===== src/rtl/npu_mmio_pkg.sv =====
// rtl/npu_mmio_pkg.sv - shared MMIO opcodes, done_vec bit map and f2h FSM state type
// Timestamp FSM states and the 64-bit entry width exist only when F2H_TIMESTAMP_EN is defined.
package npu_mmio_pkg;

  localparam logic [7:0] DEFAULT_ACK_OPCODE = 8'hA5;
  localparam logic [7:0] DEFAULT_CLR_OPCODE = 8'h5A;

  localparam int EXEC_LSB  = 0;
  localparam int EXEC_MSB  = 27;
  localparam int FETCH_BIT = 28;
  localparam int CU_BIT    = 29;
  localparam int LDST_BIT  = 30;
  localparam int MOVE_BIT  = 31;

`ifdef F2H_TIMESTAMP_EN
  localparam int ENTRY_W = 64;

  typedef enum logic [2:0] {
    ST_IDLE,
    ST_SEND,
    ST_WAIT_ACK,
    ST_SEND_TS,
    ST_WAIT_TS_ACK
  } f2h_state_e;
`else
  localparam int ENTRY_W = 32;

  typedef enum logic [1:0] {
    ST_IDLE,
    ST_SEND,
    ST_WAIT_ACK
  } f2h_state_e;
`endif

  function automatic logic is_cmd(input logic [31:0] word, input logic [7:0] opcode);
    return word[31:24] == opcode;
  endfunction

endpackage


===== src/rtl/f2h_event_tx_if.sv =====
// rtl/f2h_event_tx_if.sv - host MMIO word/strobe pairs in both directions
// master = host side, slave = fabric side (f2h_event_tx).
interface f2h_event_tx_if;

  logic [31:0] h2f_pio32;
  logic        h2f_write;
  logic [31:0] f2h_pio32;
  logic        f2h_write;

  modport master (
    output h2f_pio32,
    output h2f_write,
    input  f2h_pio32,
    input  f2h_write
  );

  modport slave (
    input  h2f_pio32,
    input  h2f_write,
    output f2h_pio32,
    output f2h_write
  );

endinterface


===== src/rtl/f2h_event_fifo.sv =====
// rtl/f2h_event_fifo.sv - event FIFO with extra-bit pointers for full/empty
// A pop frees the slot a same-cycle push needs, so push+pop when full both succeed.
module f2h_event_fifo #(
  parameter int WIDTH = 32,
  parameter int DEPTH = 8
) (
  input  logic             clk,
  input  logic             rst_n,
  input  logic             push,
  input  logic             pop,
  input  logic [WIDTH-1:0] wdata,
  output logic [WIDTH-1:0] rdata,
  output logic             full,
  output logic             empty
);

  localparam int         AW      = $clog2(DEPTH);
  localparam logic [AW:0] PTR_ONE = 1;

  logic [WIDTH-1:0] mem [DEPTH];
  logic [AW:0]      wr_ptr;
  logic [AW:0]      rd_ptr;
  logic             do_push;
  logic             do_pop;

  assign empty   = (wr_ptr == rd_ptr);
  assign full    = (wr_ptr[AW] != rd_ptr[AW]) && (wr_ptr[AW-1:0] == rd_ptr[AW-1:0]);
  assign do_pop  = pop && !empty;
  assign do_push = push && (!full || do_pop);
  assign rdata   = mem[rd_ptr[AW-1:0]];

  always_ff @(posedge clk or negedge rst_n) begin
    if (!rst_n) begin
      wr_ptr <= '0;
      rd_ptr <= '0;
    end else begin
      if (do_push) wr_ptr <= wr_ptr + PTR_ONE;
      if (do_pop)  rd_ptr <= rd_ptr + PTR_ONE;
    end
  end

  always_ff @(posedge clk) begin
    if (do_push) mem[wr_ptr[AW-1:0]] <= wdata;
  end

endmodule


===== src/rtl/f2h_event_tx.sv =====
// rtl/f2h_event_tx.sv - queues done_vec completion events and sends them to the host one per ACK
// Define F2H_TIMESTAMP_EN to follow each event word with its 32-bit capture timestamp.
module f2h_event_tx
  import npu_mmio_pkg::*;
#(
  parameter int         FIFO_DEPTH = 8,
  parameter logic [7:0] ACK_OPCODE = DEFAULT_ACK_OPCODE,
  parameter logic [7:0] CLR_OPCODE = DEFAULT_CLR_OPCODE
) (
  input  logic                 clk,
  input  logic                 rst_n,
  input  logic [31:0]          done_vec,
  f2h_event_tx_if.slave        host,
  output logic                 overflow,
  output logic                 busy
);

  if (FIFO_DEPTH < 2 || FIFO_DEPTH > 64 || (FIFO_DEPTH & (FIFO_DEPTH - 1)) != 0) begin : g_bad_depth
    $error("f2h_event_tx: FIFO_DEPTH must be a power of two in 2..64");
  end

  f2h_state_e         state;
  logic               push;
  logic               pop;
  logic               full;
  logic               empty;
  logic               ack;
  logic               clr;
  logic [ENTRY_W-1:0] wdata;
  logic [ENTRY_W-1:0] head;

  assign ack  = host.h2f_write && is_cmd(host.h2f_pio32, ACK_OPCODE);
  assign clr  = host.h2f_write && is_cmd(host.h2f_pio32, CLR_OPCODE);
  assign push = (done_vec != '0);
  assign pop  = (state == ST_WAIT_ACK) && ack;
  assign busy = !empty || (state != ST_IDLE);

`ifdef F2H_TIMESTAMP_EN
  logic [31:0] ts_cnt;

  always_ff @(posedge clk or negedge rst_n) begin
    if (!rst_n) ts_cnt <= '0;
    else        ts_cnt <= ts_cnt + 32'd1;
  end

  assign wdata = {ts_cnt, done_vec};
`else
  assign wdata = done_vec;
`endif

  f2h_event_fifo #(
    .WIDTH (ENTRY_W),
    .DEPTH (FIFO_DEPTH)
  ) u_fifo (
    .clk   (clk),
    .rst_n (rst_n),
    .push  (push),
    .pop   (pop),
    .wdata (wdata),
    .rdata (head),
    .full  (full),
    .empty (empty)
  );

  // A drop in the same cycle as a host clear still leaves the flag set.
  always_ff @(posedge clk or negedge rst_n) begin
    if (!rst_n)                    overflow <= 1'b0;
    else if (push && full && !pop) overflow <= 1'b1;
    else if (clr)                  overflow <= 1'b0;
  end

  // Outputs are set on entry to a send state, so the strobe is high for exactly that state's cycle.
  always_ff @(posedge clk or negedge rst_n) begin
    if (!rst_n) begin
      state          <= ST_IDLE;
      host.f2h_write <= 1'b0;
      host.f2h_pio32 <= '0;
    end else begin
      host.f2h_write <= 1'b0;
      case (state)
        ST_IDLE: begin
          if (!empty) begin
            state          <= ST_SEND;
            host.f2h_write <= 1'b1;
            host.f2h_pio32 <= head[31:0];
          end
        end
        ST_SEND: state <= ST_WAIT_ACK;
        ST_WAIT_ACK: begin
          if (ack) begin
`ifdef F2H_TIMESTAMP_EN
            state          <= ST_SEND_TS;
            host.f2h_write <= 1'b1;
            host.f2h_pio32 <= head[63:32];
`else
            state          <= ST_IDLE;
`endif
          end
        end
`ifdef F2H_TIMESTAMP_EN
        ST_SEND_TS: state <= ST_WAIT_TS_ACK;
        ST_WAIT_TS_ACK: begin
          if (ack) state <= ST_IDLE;
        end
`endif
        default: state <= ST_IDLE;
      endcase
    end
  end

endmodule


===== src/flat_wrapper.sv =====
// flat-port wrapper written by rule: the top's interface ports become plain ports
module f2h_event_tx_flat import npu_mmio_pkg::*;
#(
  parameter int         FIFO_DEPTH = 8,
  parameter logic [7:0] ACK_OPCODE = DEFAULT_ACK_OPCODE,
  parameter logic [7:0] CLR_OPCODE = DEFAULT_CLR_OPCODE
)
  (clk, rst_n, done_vec, overflow, busy, host_h2f_pio32, host_h2f_write, host_f2h_pio32, host_f2h_write);
  f2h_event_tx_if host_i ();
  input  logic clk;
  input  logic rst_n;
  input  logic [31:0] done_vec;
  output logic overflow;
  output logic busy;
  input wire logic [$bits(host_i.h2f_pio32)-1:0] host_h2f_pio32;
  input wire logic [$bits(host_i.h2f_write)-1:0] host_h2f_write;
  output wire logic [$bits(host_i.f2h_pio32)-1:0] host_f2h_pio32;
  output wire logic [$bits(host_i.f2h_write)-1:0] host_f2h_write;
  assign host_i.h2f_pio32 = host_h2f_pio32;
  assign host_i.h2f_write = host_h2f_write;
  assign host_f2h_pio32 = host_i.f2h_pio32;
  assign host_f2h_write = host_i.f2h_write;
  f2h_event_tx #(.FIFO_DEPTH(FIFO_DEPTH), .ACK_OPCODE(ACK_OPCODE), .CLR_OPCODE(CLR_OPCODE)) u_core (.clk(clk), .rst_n(rst_n), .done_vec(done_vec), .host(host_i), .overflow(overflow), .busy(busy));
endmodule

===== config.mk =====
export PLATFORM = sky130hd
export DESIGN_NAME = f2h_event_tx_flat
export DESIGN_NICKNAME = d
export VERILOG_FILES = /design/src/rtl/npu_mmio_pkg.sv /design/src/rtl/f2h_event_tx_if.sv /design/src/rtl/f2h_event_fifo.sv /design/src/rtl/f2h_event_tx.sv /design/src/flat_wrapper.sv
export SDC_FILE = /design/constraint.sdc
export NUM_CORES = 1
export LEC_CHECK = 0
export CAP_MARGIN = 20
export CORE_MARGIN = 2
export CORE_UTILIZATION = 55
export CTS_BUF_LIST = sky130_fd_sc_hd__clkbuf_4 sky130_fd_sc_hd__clkbuf_8
export CTS_CLUSTER_DIAMETER = 60
export DETAILED_ROUTE_END_ITERATION = 7
export HOLD_SLACK_MARGIN = 0.02
export PLACE_DENSITY_LB_ADDON = 0.2
export SLEW_MARGIN = 20
export SYNTH_ARGS = -nofsm -noshare
export SYNTH_HDL_FRONTEND = slang
export SYNTH_SLANG_ARGS = --single-unit

===== constraint.sdc =====
create_clock -name clk -period 6.4 [get_ports clk]
set_input_delay 1.28 -clock clk [delete_from_list [all_inputs] [get_ports clk]]
set_output_delay 1.28 -clock clk [all_outputs]
set_load 0.01 [all_outputs]

Pin placement:
Pins as bars across the die edge, other pins in gray.
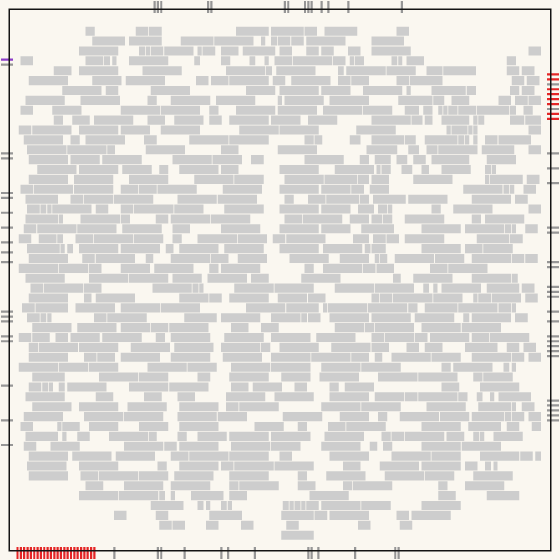
| color | port | pins | direction | edge |
|---|---|---|---|---|
| purple | clk | 1 | input | left |
| red | host_h2f_pio32 | 32 | input | 24 bottom, 8 right |
Vert. Die Dim: 148.6 um
PortBufs: 77

The metal 3 layer:
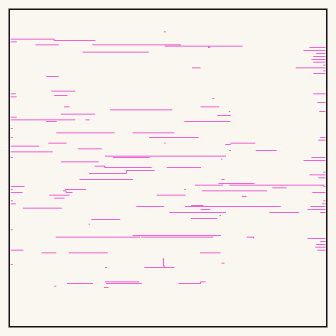
longest straight run: 56.6 um
wire length on this layer: 1370 um
main direction: horizontal
share of all routed wire: 6.3%
nets with wire on the layer: 88
M3 GR Usage: 0.03712
Vias: 5514
total wire length: 21640 um

Clock distribution:
Bar = 50 um.
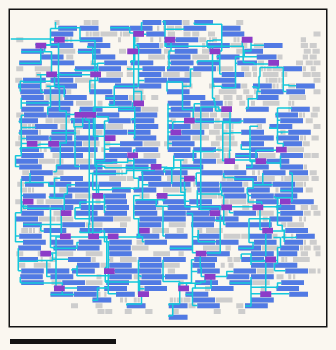
[blue] flip-flops | count: 300
[purple] clock drivers | count: 47
[cyan] clock wires | length: 3300 um
flops lie: all over the die
clk pwr: 1.58 mW
clock skew: 0.01111 ns
Latency at later pin: 0.55 ns
clock share of power: 0.276

Cell placement:
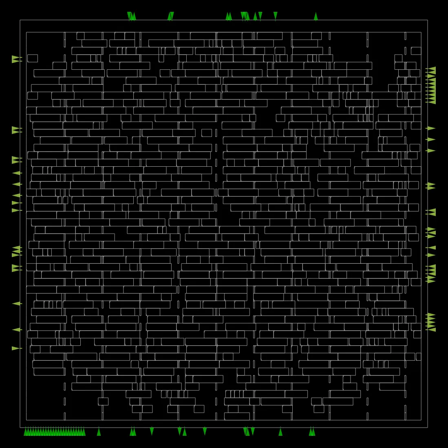
final core occ: 0.6629
Seq/total area: 0.6515
# Taps: 270
Rows: 52
Core Region: 20360 um^2

==> run_results.csv <==
group,metric,value,unit
sta,setup_viol,0,
cts,clk_pin_slew_worst_paths,0.06,ns
drt,via_per_inst,5.714,
worst_setup_path,rrSetupSlack,3.34,ns
sta,worstMarginPinSlew,0.9850,ns
cts,post-cts-setup-buffers,0,
global_routing,grt_util_met1,0.2840,
synthesis,synth_flops,300,
global_routing,grt_pass1_wl,33450,um
global_routing,grt_use_met2,0.3352,
cts,root_buffer,"clkbuf_8",
synthesis,ys_top_logic_family,"multiplexers",
worst_setup_path,crit_start,"done_vec[19]",
cts,htreeDepth,2,
worst_setup_path,worstPathRequired,6.64,ns
cts,cts_tree,"built",
outcome,status,"completed",
synthesis,syn-mean-instance-area,20.96,um^2
synthesis,ys_sh_aoi,0.01707,
power_and_ir_drop,p_per_area,422.4,nW/um^2
cts,ctsResizeCount,0,
placed_design,place_hpwl,11480,um
worst_setup_path,critPathLaunchType,"primary input",
die,chip_area,22090,um^2
synthesis,synth-xor-area-share,0.007613,
cts,ctsHoldBuffers,0,
placed_design,gp_congestion,0.6637,
worst_setup_path,arrival,4.19,ns
run,maxCapViolations,0,
sta,finalSetupTns,0,ns
synthesis,common_cells,"256 x edfxtp_1, 64 x mux4_2, 44 x dfrtp_1, 36 x nand2_1, 35 x o21ai_0",
## cell type report
type / count / area, um^2 / share of cell area
tap: 270 / 337.8 / 0.02503
clock buffer: 81 / 927.1 / 0.06868
inverter: 4 / 15.01 / 0.001112
clock inverter: 4 / 20.02 / 0.001483
multi-input combinational: 217 / 2549 / 0.1888
sequential: 300 / 8795 / 0.6515
timing repair buffer: 89 / 855.8 / 0.06340
## worst max-delay path: stages
cell             delay [ns]
clkdlybuf4s50_1        0.57
nor4_1                 0.53
nand4_1                0.28
nor2_1                 0.68
nor2_4                 0.10
and3_1                 0.36
buf_4                  0.35
## layer usage
layer,routed length [um],part of all wire
met4,374,0.017
met1,8912,0.41
met3,1368,0.063
met2,10980,0.51
met5,0,0
## layout by cell type, fill, tap and decap left out, drive strengths merged, types with 3 or more instances in the layout
cell type      instances
clkbuf                81
nand2                 36
edfxtp               256
clkdlybuf4s50         76
and4b                  3
inv                    4
and4bb                 3
nor2                   5
clkinv                 3
nor4                   9
buf                   13
nand4                  4
dfrtp                 44
mux4                  64
mux2i                 32
o21ai                 35
xnor2                  5
xor2                   5
## registers in the layout, summed over array words and instances (netlist names)
| register | count |
|---|---|
| u_core.u_fifo.wr_ptr | 4 |
| u_core.host.f2h_write | 1 |
| u_core.state | 2 |
| u_core.u_fifo.rd_ptr | 4 |
| u_core.overflow | 1 |
| u_core.host.f2h_pio32 | 32 |
| u_core.u_fifo.mem | 256 |
## power by group
group          switching (mW)  internal, mW
combinational           0.692         0.494
sequential              0.183          2.76
clock                   0.672         0.904
## cell families after synthesis
kind of cell    Yosys count
compound gates           36
xor+xnor                 10
fa+ha+maj                 2
buf+inv                  32
flops                   300
mux                      98
simple gates             71
## worst min path at each step
| stage | slack, ns | depth (start not counted) | end | from |
|---|---|---|---|---|
| 2_1_floorplan | 0.46 | 1 | u_core.u_fifo.wr_ptr[3] | u_core.u_fifo.wr_ptr[3] |
| 3_3_place_gp | 0.46 | 2 | u_core.host.f2h_pio32[5] | u_core.host.f2h_pio32[5] |
| 3_5_place_dp | 0.47 | 2 | u_core.host.f2h_pio32[26] | u_core.host.f2h_pio32[26] |
| 4_1_cts | 0.48 | 2 | u_core.host.f2h_pio32[26] | u_core.host.f2h_pio32[26] |
| 5_1_grt | 0.51 | 2 | u_core.host.f2h_pio32[11] | u_core.host.f2h_pio32[11] |
| 6_report | 0.48 | 2 | u_core.host.f2h_pio32[15] | u_core.host.f2h_pio32[15] |
## through the flow
step / hold WS [ns] / setup WS [ns] / area (um^2)
floorplan: 0.4604 / 0.5589 / 11500
global placement: 0.4627 / 1.941 / 12550
detailed placement: 0.4707 / 1.912 / 12550
CTS: 0.4840 / 2.474 / 13500
global route: 0.5074 / 2.395 / 13500
finish: 0.4775 / 2.454 / 13500
Power and IR drop assume default switching activity.
